$ cat src/rtl/sap1_control_sequencer.sv
// SAP-1 control sequencer: T-state counter plus opcode decode into the datapath control word.
// Latency: controls are combinational from the current state; state advances once per clock.
// Backpressure: none; prog parks the machine in IDLE. Define SAP1_JUMP_EN to add JMP/JC/JZ.
module sap1_control_sequencer (
    input  logic       clk,
    input  logic       reset,
    input  logic       prog,
    input  logic [3:0] opcode,
    input  logic       carry_flag,
    input  logic       zero_flag,
    output logic       pc_inc,
    output logic       pc_out,
    output logic       pc_load,
    output logic       mar_load,
    output logic       ram_out,
    output logic       ir_load,
    output logic       ir_out,
    output logic       a_load,
    output logic       a_out,
    output logic       b_load,
    output logic       alu_sub,
    output logic       alu_out,
    output logic       flags_load,
    output logic       out_load,
    output logic       halted,
    output logic [2:0] t_state
);

    typedef enum logic [2:0] {
        S_IDLE = 3'd0,
        S_T1   = 3'd1,
        S_T2   = 3'd2,
        S_T3   = 3'd3,
        S_T4   = 3'd4,
        S_T5   = 3'd5,
        S_T6   = 3'd6,
        S_HALT = 3'd7
    } state_t;

    localparam logic [3:0] OP_LDA = 4'b0000;
    localparam logic [3:0] OP_ADD = 4'b0001;
    localparam logic [3:0] OP_SUB = 4'b0010;
    localparam logic [3:0] OP_JMP = 4'b0110;
    localparam logic [3:0] OP_JC  = 4'b0111;
    localparam logic [3:0] OP_JZ  = 4'b1000;
    localparam logic [3:0] OP_OUT = 4'b1110;
    localparam logic [3:0] OP_HLT = 4'b1111;

    typedef struct packed {
        logic pc_inc;
        logic pc_out;
        logic pc_load;
        logic mar_load;
        logic ram_out;
        logic ir_load;
        logic ir_out;
        logic a_load;
        logic a_out;
        logic b_load;
        logic alu_sub;
        logic alu_out;
        logic flags_load;
        logic out_load;
    } ctrl_t;

    state_t state;
    state_t state_nxt;
    ctrl_t  ctrl;
    logic   is_arith;

    assign is_arith = (opcode == OP_ADD) || (opcode == OP_SUB);

    always_ff @(posedge clk) begin
        if (reset) begin
            state <= S_IDLE;
        end else begin
            state <= state_nxt;
        end
    end

    always_comb begin
        state_nxt = state;
        ctrl      = '0;
        case (state)
            S_IDLE: state_nxt = S_T1;
            S_T1: begin
                ctrl.pc_out   = 1'b1;
                ctrl.mar_load = 1'b1;
                state_nxt     = S_T2;
            end
            S_T2: begin
                ctrl.pc_inc = 1'b1;
                state_nxt   = S_T3;
            end
            S_T3: begin
                ctrl.ram_out = 1'b1;
                ctrl.ir_load = 1'b1;
                state_nxt    = S_T4;
            end
            S_T4: begin
                // Unknown opcodes fall through as NOP and refetch.
                state_nxt = S_T1;
                case (opcode)
                    OP_LDA, OP_ADD, OP_SUB: begin
                        ctrl.ir_out   = 1'b1;
                        ctrl.mar_load = 1'b1;
                        state_nxt     = S_T5;
                    end
                    OP_OUT: begin
                        ctrl.a_out    = 1'b1;
                        ctrl.out_load = 1'b1;
                    end
                    OP_HLT: state_nxt = S_HALT;
`ifdef SAP1_JUMP_EN
                    OP_JMP: begin
                        ctrl.ir_out  = 1'b1;
                        ctrl.pc_load = 1'b1;
                    end
                    OP_JC: begin
                        ctrl.ir_out  = 1'b1;
                        ctrl.pc_load = carry_flag;
                    end
                    OP_JZ: begin
                        ctrl.ir_out  = 1'b1;
                        ctrl.pc_load = zero_flag;
                    end
`endif
                    default: state_nxt = S_T1;
                endcase
            end
            S_T5: begin
                state_nxt = S_T1;
                if (opcode == OP_LDA) begin
                    ctrl.ram_out = 1'b1;
                    ctrl.a_load  = 1'b1;
                end else if (is_arith) begin
                    ctrl.ram_out = 1'b1;
                    ctrl.b_load  = 1'b1;
                    ctrl.alu_sub = (opcode == OP_SUB);
                    state_nxt    = S_T6;
                end
            end
            S_T6: begin
                state_nxt = S_T1;
                if (is_arith) begin
                    ctrl.alu_out    = 1'b1;
                    ctrl.a_load     = 1'b1;
                    ctrl.flags_load = 1'b1;
                    ctrl.alu_sub    = (opcode == OP_SUB);
                end
            end
            S_HALT: state_nxt = S_HALT;
            default: state_nxt = S_IDLE;
        endcase
        // Programming mode aborts any instruction, HALT included.
        if (prog) begin
            state_nxt = S_IDLE;
        end
    end

`ifndef SAP1_JUMP_EN
    logic unused_flags;
    assign unused_flags = carry_flag ^ zero_flag ^ (opcode == OP_JMP)
                        ^ (opcode == OP_JC) ^ (opcode == OP_JZ);
`endif

    assign pc_inc     = ctrl.pc_inc;
    assign pc_out     = ctrl.pc_out;
    assign pc_load    = ctrl.pc_load;
    assign mar_load   = ctrl.mar_load;
    assign ram_out    = ctrl.ram_out;
    assign ir_load    = ctrl.ir_load;
    assign ir_out     = ctrl.ir_out;
    assign a_load     = ctrl.a_load;
    assign a_out      = ctrl.a_out;
    assign b_load     = ctrl.b_load;
    assign alu_sub    = ctrl.alu_sub;
    assign alu_out    = ctrl.alu_out;
    assign flags_load = ctrl.flags_load;
    assign out_load   = ctrl.out_load;
    assign halted     = (state == S_HALT);
    assign t_state    = state;

endmodule

$ cat config.mk
export PLATFORM = sky130hd
export DESIGN_NAME = sap1_control_sequencer
export DESIGN_NICKNAME = d
export VERILOG_FILES = /design/src/rtl/sap1_control_sequencer.sv
export SDC_FILE = /design/constraint.sdc
export NUM_CORES = 1
export LEC_CHECK = 0
export ABC_AREA = 1
export CELL_PAD_IN_SITES_DETAIL_PLACEMENT = 1
export CELL_PAD_IN_SITES_GLOBAL_PLACEMENT = 1
export CORE_UTILIZATION = 20
export DETAILED_ROUTE_END_ITERATION = 7
export PLACE_DENSITY = 0.9
export SLEW_MARGIN = 20
export SYNTH_ARGS = -nofsm -noshare
export SYNTH_HDL_FRONTEND = slang
export SYNTH_SLANG_ARGS = --single-unit
$ cat constraint.sdc
create_clock -name clk -period 2.8 [get_ports clk]
set_input_delay 0.42 -clock clk [delete_from_list [all_inputs] [get_ports clk]]
set_output_delay 0.42 -clock clk [all_outputs]
set_load 0.005 [all_outputs]
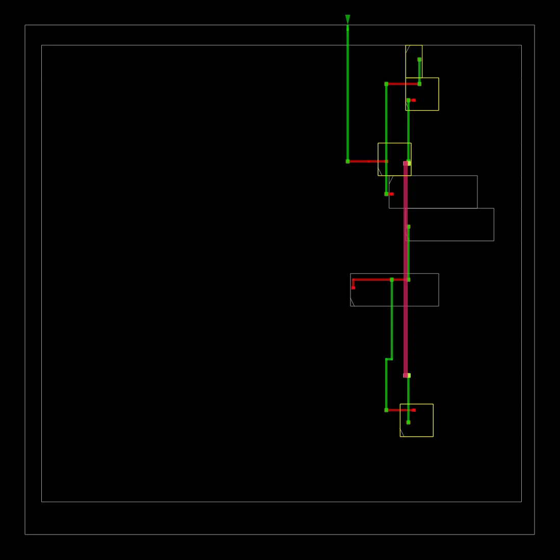
**Above:** run 1 (clock routing).
# clk buffers: 4
clk sink count: 3
Clk power: 0.0788 mW
Seq cells: 3
Num CTS Buffers: 3

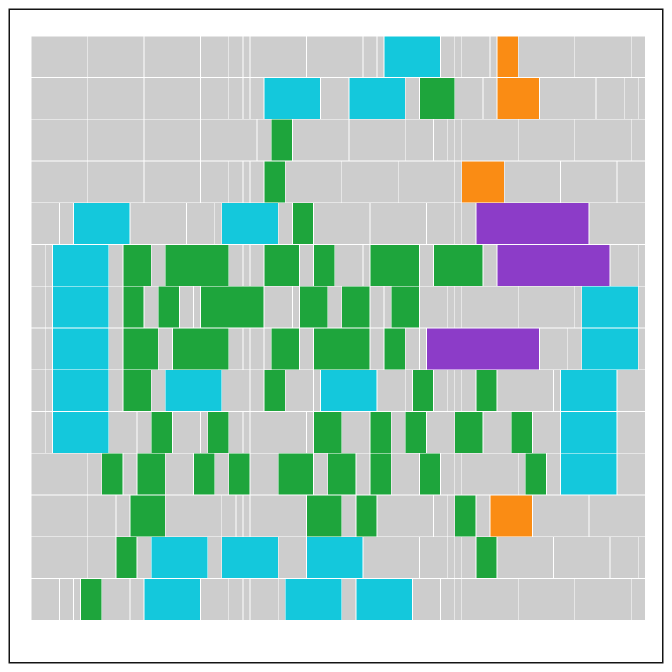
**Above:** run 1 (placed cells, one color a class).
Fill, decap, tap and diode cells in gray.
color	class	cells	share of their area
cyan	remaining buffers and delay cells	23	41%
orange	clock drivers and dummy loads	4	4.7%
purple	registers	3	11%
green	remaining logic cells	48	44%

==> flow_summary.ini, run 1 <==
; implementation run metrics
[clocking]
clockBufferDepth = 2
cts_tree = yes
clkTransAtPathRegs_ns = 0.04
h-tree-depth = 1

[final_layout]
nFillCells = 199
logic_area_um2 = 208
diodes = 0
mostFrequentLayoutCells = 23 x clkdlybuf4s50_1, 10 x nand2_1, 6 x nand3_1, 6 x inv_1, 5 x nor2_1
lay_top_count = clkdlybuf4s50_1
largest_reg_flops = 3

[routing]
dr.pass1.iters = 3
viasPerCell = 4.54
wirelength_mm = 1.02

[logic_synthesis]
yosys_area_um2 = 328
synth_nets = 63
synth_area_leader_cell = dfxtp_1
yosysTopAreaCellShare_pct = 18.3
syn_area_um2 = 328
area_leaders = dfxtp_1 18%, nand2_1 11%, nand3_1 9.2%

[setup_path]
r2r_slack_ns = 1.70
critPathArrivalTime_ns = 1.92
rr_startpoint = t_state[2]$_SDFF_PP0_
start_kind = primary input
required_ns = 2.38

[sta]
clock.fmax_mhz = 428
grt_setup_unrepaired = no
skew_ns = 0.00284
finalHoldViolCount = 0
finalCritPeriodShare_pct = 83.4

[run_status]
status = finished clean

[floorplanning]
die_width_um = 42.5
rows = 14

[grt]
grt_util_met1_pct = 11.9
grt_busiest_layer = met2
grt_start_max_net_pins = 8

[pwr]
power_per_cell_area_mw_per_mm2 = 279

[worst_hold_path]
hold_path_class = reg -> reg
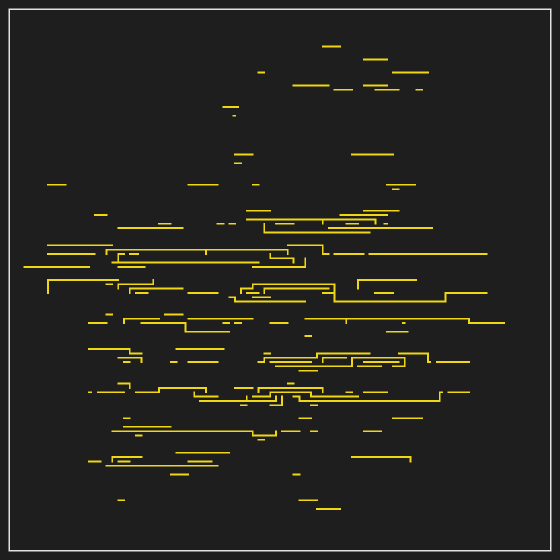
**Above:** run 1 (metal 1).
nets with wire on the layer	69
main direction	horizontal
share of all routed wire	40%
longest straight run	14.3 um

-- run 1: final cells by class --
class,count,share of cell area (%)
clock buffers,4,4.52
inverters,10,6.45
multi-input cells,38,35.7
flip-flops and latches,3,10.3
well taps,16,3.44
repair buffers,23,39.6
-- run 1: worst max-delay path, stage by stage --
cell and delay (ns):
clkdlybuf4s50_1 0.54, nand2_1 0.09, nor4_1 0.30, clkdlybuf4s50_1 0.57
-- run 1: cells by family (layout without fill, tap and decap cells) --
kind of cell / Yosys count / count (layout) / share of synthesized area [%]
AND-OR/OR-AND: 6 / 6 / 12.2
AND/OR/NAND/NOR: 31 / 31 / 50.0
flip-flops: 3 / 3 / 18.3
other: 1 / 1 / 1.14
buffers and inverters: 13 / 37 / 18.3
-- run 1: cell usage after synthesis --
cell type and number:
nor4_1 1, inv_1 6, a21oi_2 2, dfxtp_1 3, conb_1 1, nand2_1 10
inv_2 4, nor3_1 2, or2_2 1, buf_4 3, nor2_2 2, nand3_2 2
nor2_4 2, nor2_1 5, a21oi_1 1, o22ai_1 2, o21ai_0 1, nand3_1 6
-- run 1: power breakdown --
part	leakage (nW)	internal (mW)	switching [mW]
Clock	0.0150	0.0536	0.0252
Sequential	0.0245	0.0444	0.00250
Combinational	0.191	0.0190	0.0176
Total	0.230	0.117	0.0453
-- run 1: per-stage QoR --
stage | utilization [%] | hold slack [ns] | cell area [um^2] | cells | total power, mW
final | 38.2 | 0.691 | 582 | 94 | 0.162
after global routing | 38.2 | 0.725 | 582 | 94 | 0.171
after global placement | 36.5 | 0.676 | 556 | 90 | 0.0829
after floorplan | - | 0.617 | 328 | 54 | 0.0641
after CTS | 38.2 | 0.688 | 582 | 94 | 0.166
after detailed placement | 36.5 | 0.682 | 556 | 90 | 0.0842
==> inputs of run 2 (changes only) <==
--- a/config.mk
+++ b/config.mk
@@ -8,9 +8,9 @@
 export ABC_AREA = 1
 export CELL_PAD_IN_SITES_DETAIL_PLACEMENT = 1
 export CELL_PAD_IN_SITES_GLOBAL_PLACEMENT = 1
-export CORE_UTILIZATION = 20
+export CORE_UTILIZATION = 18
 export DETAILED_ROUTE_END_ITERATION = 7
-export PLACE_DENSITY = 0.9
+export PLACE_DENSITY = 0.83
 export SLEW_MARGIN = 20
 export SYNTH_ARGS = -nofsm -noshare
 export SYNTH_HDL_FRONTEND = slang
==> constraint.sdc (replaced) <==
create_clock -name clk -period 2.2 [get_ports clk]
set_input_delay 0.33 -clock clk [delete_from_list [all_inputs] [get_ports clk]]
set_output_delay 0.33 -clock clk [all_outputs]
set_load 0.005 [all_outputs]
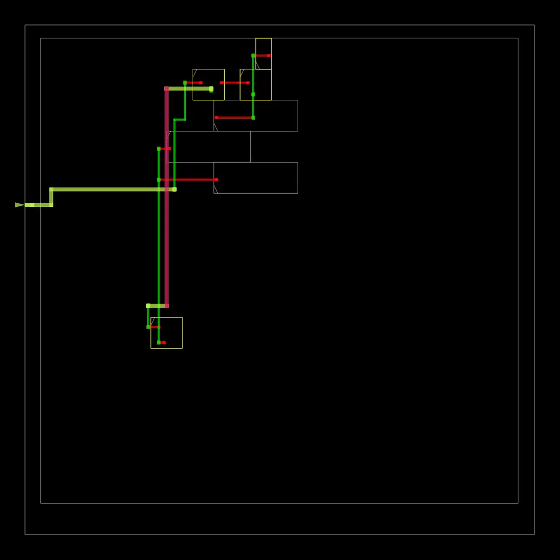
**Above:** run 2 (clock routing).
later-pin clock latency in the skew report: 0.24 ns
final setup skew: 0.00341 ns
Clk power: 0.0993 mW

==> flow_summary.ini, run 2 <==
; implementation run metrics
[sta]
finalCritPeriodShare_pct = 98.0
finalHoldViolCount = 0
holdWs_ns = 0.669
clock.fmax_mhz = 464

[grt]
grt_start_max_net_pins = 8

[setup_path]
max_stage_delay_ns = 0.53
cp_slowest_cell = clkdlybuf4s50_1
path_cells = clkdlybuf4s50_1, inv_1, nand2_1, nand3_4, o22ai_1, clkdlybuf4s50_1
start_kind = primary input
critical_path_buf_inv_count = 3
critical_path.top_delay_family = buffers and inverters
rr_startpoint = t_state[1]$_SDFF_PP0_
critPathArrivalTime_ns = 1.83
path_common_cell = clkdlybuf4s50_1

[pwr]
comb_power_share_pct = 23.6
clkPwrFrac_pct = 47.7
power_per_cell_area_mw_per_mm2 = 338
p_sw_share_pct = 28.3
internal_power_mw = 0.149

[logic_synthesis]
yosysTopAreaCellShare_pct = 18.3
syn_area_um2 = 328
async_reset_ff_share_pct = 0
yosys_area_um2 = 328
top_cell = nand2_1
synth-edff-count = 0
area_leaders = dfxtp_1 18%, nand2_1 11%, nand3_1 9.2%

[routing]
wirelength_mm = 1.09
viasPerCell = 4.24
dr.pass1.iters = 4

[place]
placed_cells = 99
place_area_um2 = 567
io_buffers = 23

[final_layout]
drive_above_1_share_pct = 23.1
nFillCells = 220
stdcell_count = 103
fin_util_pct = 36.0
lay_top_count = clkdlybuf4s50_1
largest_reg_flops = 3
diodes = 0
fin_area_um2 = 614

[worst_hold_path]
hold_path_class = reg -> reg

[floorplanning]
die_width_um = 44.7
rows = 15
die_y_um = 44.7

[clocking]
cts_made_buffers = 3
clockBufferDepth = 2
h-tree-depth = 1
clkTransAtPathRegs_ns = 0.04
clkSinkCount = 3
cts_tree = yes

[run_status]
status = finished clean
run 2: cell counts after synthesis:
No cell type changed its count.
run 2: worst paths after layout:
path	to	slack, ns
worst max-delay path	a_load	0.04
worst min-delay path	t_state[0]$_SDFF_PP0_	0.67
worst max register to register	t_state[2]$_SDFF_PP0_	1.10
worst min register to register	t_state[0]$_SDFF_PP0_	0.67
run 2: cells by family (layout without fill, tap and decap cells):
family,Yosys count,in the layout,synth area share (%)
and+or+nand+nor,31,31,50.0
AOI/OAI and AO/OA,6,6,12.2
other,1,1,1.14
buffers and inverters,13,37,18.3
DFF,3,3,18.3
run 2: worst reg2reg max path, cell delays in order, from the launching register on:
cell and delay (ns):
dfxtp_1 0.44, inv_2 0.10, nand3_1 0.16, nor2_2 0.06, nor2_1 0.15, a21oi_2 0.07
run 2: routing by layer:
| metal | vias to the layer above | share of wire [%] | global-route usage, % |
|---|---|---|---|
| li1 | 218 | - | - |
| met1 | 191 | 42 | 14.8 |
| met2 | 24 | 47 | 19.4 |
| met3 | 4 | 7.8 | 3.67 |
| met4 | 0 | 3.5 | 8.48 |
| met5 | - | 0 | 0 |
run 2: cell type report:
cell class	instances	area [um^2]	area share, %
Clock buffer	4	26.3	4.28
Inverter	10	37.5	6.11
Multi-Input combinational cell	38	224	36.5
Sequential cell	3	60.1	9.78
Tap cell	25	31.3	5.09
Timing Repair Buffer	23	235	38.3
run 2: power groups by stage:
stage          sequential (mW)  clock [mW]  combinational [mW]
6_report                0.0595      0.0993              0.0492
5_1_grt                 0.0598       0.107              0.0544
4_1_cts                 0.0595       0.104              0.0472
3_5_place_dp            0.0603           0              0.0466
3_3_place_gp            0.0605           0              0.0453
2_1_floorplan           0.0601           0              0.0214
run 2: what timing repair did:
action | CTS | global route
gates cloned | 0 | 0
gates resized | 1 | 5
setup endpoints to repair | 1 | 5
Power is estimated from default activity; no workload was simulated.
